`config.mk`:
```
export PLATFORM = sky130hd
export DESIGN_NAME = otter_muldiv_unit
export DESIGN_NICKNAME = d
export VERILOG_FILES = /design/src/rtl/otter_muldiv_unit.sv
export SDC_FILE = /design/constraint.sdc
export NUM_CORES = 1
export LEC_CHECK = 0
export ABC_CLOCK_PERIOD_IN_PS = 6930
export CAP_MARGIN = 40
export CORE_MARGIN = 10
export CORE_UTILIZATION = 60
export DETAILED_ROUTE_END_ITERATION = 8
export PLACE_DENSITY = 0.85
export SKIP_CTS_REPAIR_TIMING = 1
export SLEW_MARGIN = 0
export SYNTH_ARGS = -nofsm -noshare
export SYNTH_HDL_FRONTEND = slang
export SYNTH_SLANG_ARGS = --single-unit
```
`constraint.sdc`:
```
create_clock -name CLK -period 6.93 [get_ports CLK]
set_clock_uncertainty 0.1 [all_clocks]
set_input_delay 0.693 -clock CLK [delete_from_list [all_inputs] [get_ports CLK]]
set_output_delay 0.693 -clock CLK [all_outputs]
set_load 0.05 [all_outputs]
```
`src/rtl/otter_muldiv_unit.sv`:
```
// Iterative RV32M multiply/divide unit: 32-cycle shift-add multiply / restoring divide,
// one sign-fix cycle, one-cycle DONE pulse. Divide-by-zero and signed overflow bypass CALC.
module otter_muldiv_unit #(
  parameter int unsigned WIDTH = 32,
  parameter int unsigned CNT_W = 6
) (
  input  logic             CLK,
  input  logic             RST,
  input  logic             START,
  input  logic [2:0]       FUNCT3,
  input  logic [WIDTH-1:0] A,
  input  logic [WIDTH-1:0] B,
  input  logic             FLUSH,
  output logic             BUSY,
  output logic             DONE,
  output logic [WIDTH-1:0] RESULT
);

  localparam logic [2:0] FnMul    = 3'd0;
  localparam logic [2:0] FnMulh   = 3'd1;
  localparam logic [2:0] FnMulhsu = 3'd2;
  localparam logic [2:0] FnMulhu  = 3'd3;
  localparam logic [2:0] FnDiv    = 3'd4;
  localparam logic [2:0] FnDivu   = 3'd5;
  localparam logic [2:0] FnRem    = 3'd6;
  localparam logic [2:0] FnRemu   = 3'd7;

  localparam logic [WIDTH-1:0] MinNeg  = {1'b1, {(WIDTH-1){1'b0}}};
  localparam logic [CNT_W-1:0] LastCnt = CNT_W'(WIDTH - 1);

  typedef enum logic [1:0] {StIdle, StCalc, StFix, StDone} state_e;

  state_e             state_q;
  logic [CNT_W-1:0]   cnt_q;
  logic [2:0]         funct_q;
  logic               neg_q;
  logic [WIDTH-1:0]   opa_q;
  logic [2*WIDTH-1:0] acc_q;
  logic [WIDTH-1:0]   result_q;
  logic               busy_q;
  logic               done_q;

  logic               a_sgn, b_sgn, neg_d;
  logic [WIDTH-1:0]   a_mag, b_mag;
  logic               div_zero, div_ovf;
  logic [WIDTH-1:0]   special_res;
  logic [WIDTH:0]     mul_sum;
  logic [WIDTH:0]     rem_sh;
  logic [WIDTH-1:0]   rem_sub;
  logic               rem_ge;
  logic [2*WIDTH-1:0] acc_d;
  logic [2*WIDTH-1:0] prod_fix;
  logic [WIDTH-1:0]   lo_fix, hi_fix;
  logic [WIDTH-1:0]   fix_res;

  // Operand preparation from the live inputs, used only on the accepting edge.
  always_comb begin
    a_sgn = 1'b0;
    b_sgn = 1'b0;
    case (FUNCT3)
      FnMulh, FnDiv, FnRem: begin
        a_sgn = A[WIDTH-1];
        b_sgn = B[WIDTH-1];
      end
      FnMulhsu: a_sgn = A[WIDTH-1];
      default: ;
    endcase
    a_mag    = a_sgn ? -A : A;
    b_mag    = b_sgn ? -B : B;
    neg_d    = (FUNCT3 == FnRem) ? a_sgn : (a_sgn ^ b_sgn);
    div_zero = FUNCT3[2] && (B == '0);
    div_ovf  = ((FUNCT3 == FnDiv) || (FUNCT3 == FnRem)) && (A == MinNeg) && (B == '1);
    if (div_zero) special_res = FUNCT3[1] ? A : '1;
    else          special_res = FUNCT3[1] ? '0 : MinNeg;
  end

  // One iteration: acc holds {accumulator, multiplier} or {remainder, dividend/quotient}.
  always_comb begin
    mul_sum = {1'b0, acc_q[2*WIDTH-1:WIDTH]} + (acc_q[0] ? {1'b0, opa_q} : '0);
    rem_sh  = {acc_q[2*WIDTH-1:WIDTH], acc_q[WIDTH-1]};
    rem_ge  = rem_sh >= {1'b0, opa_q};
    rem_sub = rem_sh[WIDTH-1:0] - opa_q;
    if (funct_q[2]) begin
      if (rem_ge) acc_d = {rem_sub, acc_q[WIDTH-2:0], 1'b1};
      else        acc_d = {rem_sh[WIDTH-1:0], acc_q[WIDTH-2:0], 1'b0};
    end else begin
      acc_d = {mul_sum, acc_q[WIDTH-1:1]};
    end
  end

  always_comb begin
    prod_fix = neg_q ? -acc_q : acc_q;
    lo_fix   = neg_q ? -acc_q[WIDTH-1:0] : acc_q[WIDTH-1:0];
    hi_fix   = neg_q ? -acc_q[2*WIDTH-1:WIDTH] : acc_q[2*WIDTH-1:WIDTH];
    case (funct_q)
      FnMul:                     fix_res = prod_fix[WIDTH-1:0];
      FnMulh, FnMulhsu, FnMulhu: fix_res = prod_fix[2*WIDTH-1:WIDTH];
      FnDiv, FnDivu:             fix_res = lo_fix;
      FnRem, FnRemu:             fix_res = hi_fix;
      default:                   fix_res = '0;
    endcase
  end

  always_ff @(posedge CLK) begin
    if (RST) begin
      state_q  <= StIdle;
      cnt_q    <= '0;
      funct_q  <= '0;
      neg_q    <= 1'b0;
      opa_q    <= '0;
      acc_q    <= '0;
      result_q <= '0;
      busy_q   <= 1'b0;
      done_q   <= 1'b0;
    end else begin
      case (state_q)
        StIdle: begin
          done_q <= 1'b0;
          if (START && !FLUSH) begin
            funct_q <= FUNCT3;
            neg_q   <= neg_d;
            cnt_q   <= '0;
            if (div_zero || div_ovf) begin
              result_q <= special_res;
              done_q   <= 1'b1;
              state_q  <= StDone;
            end else begin
              acc_q   <= FUNCT3[2] ? {{WIDTH{1'b0}}, a_mag} : {{WIDTH{1'b0}}, b_mag};
              opa_q   <= FUNCT3[2] ? b_mag : a_mag;
              busy_q  <= 1'b1;
              state_q <= StCalc;
            end
          end
        end
        StCalc: begin
          if (FLUSH) begin
            busy_q  <= 1'b0;
            state_q <= StIdle;
          end else begin
            acc_q <= acc_d;
            cnt_q <= cnt_q + CNT_W'(1);
            if (cnt_q == LastCnt) state_q <= StFix;
          end
        end
        StFix: begin
          busy_q <= 1'b0;
          if (FLUSH) begin
            state_q <= StIdle;
          end else begin
            result_q <= fix_res;
            done_q   <= 1'b1;
            state_q  <= StDone;
          end
        end
        StDone: begin
          done_q  <= 1'b0;
          state_q <= StIdle;
        end
        default: state_q <= StIdle;
      endcase
    end
  end

  assign BUSY   = busy_q;
  assign DONE   = done_q;
  assign RESULT = result_q;

endmodule

```
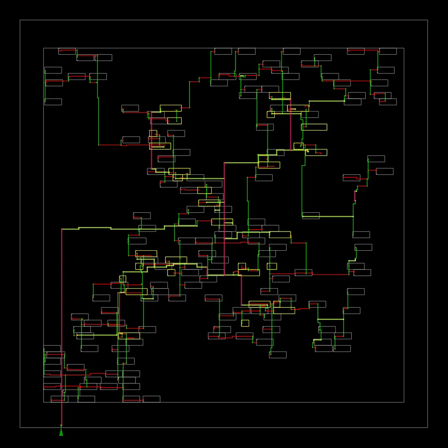
*Clock nets*
clock distribution power: 0.972 mW
total clock buffers created by CTS: 17
sequential cells: 142

==> metrics.log <==
[report] implementation figures
INFO  metric outcome = complete, no violations
INFO  metric synth.most_common_cell = sky130_fd_sc_hd__nor2_1
INFO  metric postSynthAreaPerCell = 7.03 um2
INFO  metric final_layout_size_suffix_gt1_share = 5.85%
INFO  metric overflow = 0
INFO  metric insertedDiodeCount = 0
INFO  metric r2r-end = acc_q[62]
INFO  metric met1Wirelength = 22.5 mm
INFO  metric synth_cell_type_count = 77
INFO  metric nNetsFinal = 2,222
INFO  metric gr-usage-met2 = 53.0%
INFO  metric global_route.usage.total = 35.8%
INFO  metric floorplan_utilization = 61.3%
INFO  metric flip_flops_with_a_built_in_enable = 0
INFO  metric synthesis.nets = 2,207
INFO  metric use_met3 = 8.43%
INFO  metric buf_share = 7.82%
INFO  metric cts-root-to-sink-buffers = 2
INFO  metric largest_area_cell = sky130_fd_sc_hd__dfxtp_1
INFO  metric powerComb = 1.92 mW
INFO  metric power.share.switching = 46.8%
INFO  metric detailroute.wirelength.met2 = 24.1 mm
INFO  metric max_cap_viol_count = 0
INFO  metric critPathArrivalTime = 5.42 ns
INFO  metric post-synth-top-area-fraction = 19.6%
INFO  metric postRouteAntennaNets = 0
INFO  metric maximum_number_of_pins_on_one_net_before_global_route_repair = 84
INFO  metric static-leakage-power = 6.15 nW
INFO  metric synth.yosys.warnings = 0
INFO  metric yosysSeqAreaShare = 19.6%
INFO  metric placement.setup.worst_slack = 1.51 ns
INFO  metric tapcell.inserted = 319
INFO  metric comb_power_share = 48.6%
INFO  metric minimum_clock_period_after_layout = 5.16 ns
INFO  metric holdCritPathClass = register to register
INFO  metric cts_root_buf = sky130_fd_sc_hd__clkbuf_16
INFO  metric final-setup-viol-count = 0
INFO  metric post_dp_cell_area = 15,600 um2
INFO  metric peak_clock_frequency_supported_by_timing = 194 MHz
INFO  metric clk_pin_slew_worst_paths = 0.08 ns
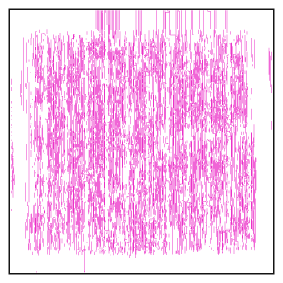
*Signal wires on met2*
(1.5 px per um)
The layer holds 42% of the routed length. The longest straight run is 79.7 um.

placed cells by master (no fill, tap or decap), drive strengths merged, types with 27 or more instances in the layout:
cell type and instances:
inv 81, o21ai 129, a21oi 178, nand2 184, buf 28, nand3 42
nor2 250, dfxtp 142, xor2 83, nor2b 41, or3 27, o211ai 35
xnor2 76, ha 75, o31ai 27, mux2i 35, nor3 92, a211oi 94
clkdlybuf4s50 102, mux2 31
flip-flops by register name, indices dropped and copies added (netlist names):
signal   flops
RESULT      32
opa_q       32
state_q      2
acc_q       64
neg_q        1
funct_q      3
DONE         1
BUSY         1
cnt_q        6
cells by family after synthesis:
family                     after synthesis
and+or+nand+nor                        779
AOI/OAI and AO/OA                      629
buffers and inverters                  207
xor gates and xnor gates               159
DFF                                    142
adders and majority gates               77
muxes                                   66
Power is estimated from default activity; no workload was simulated.
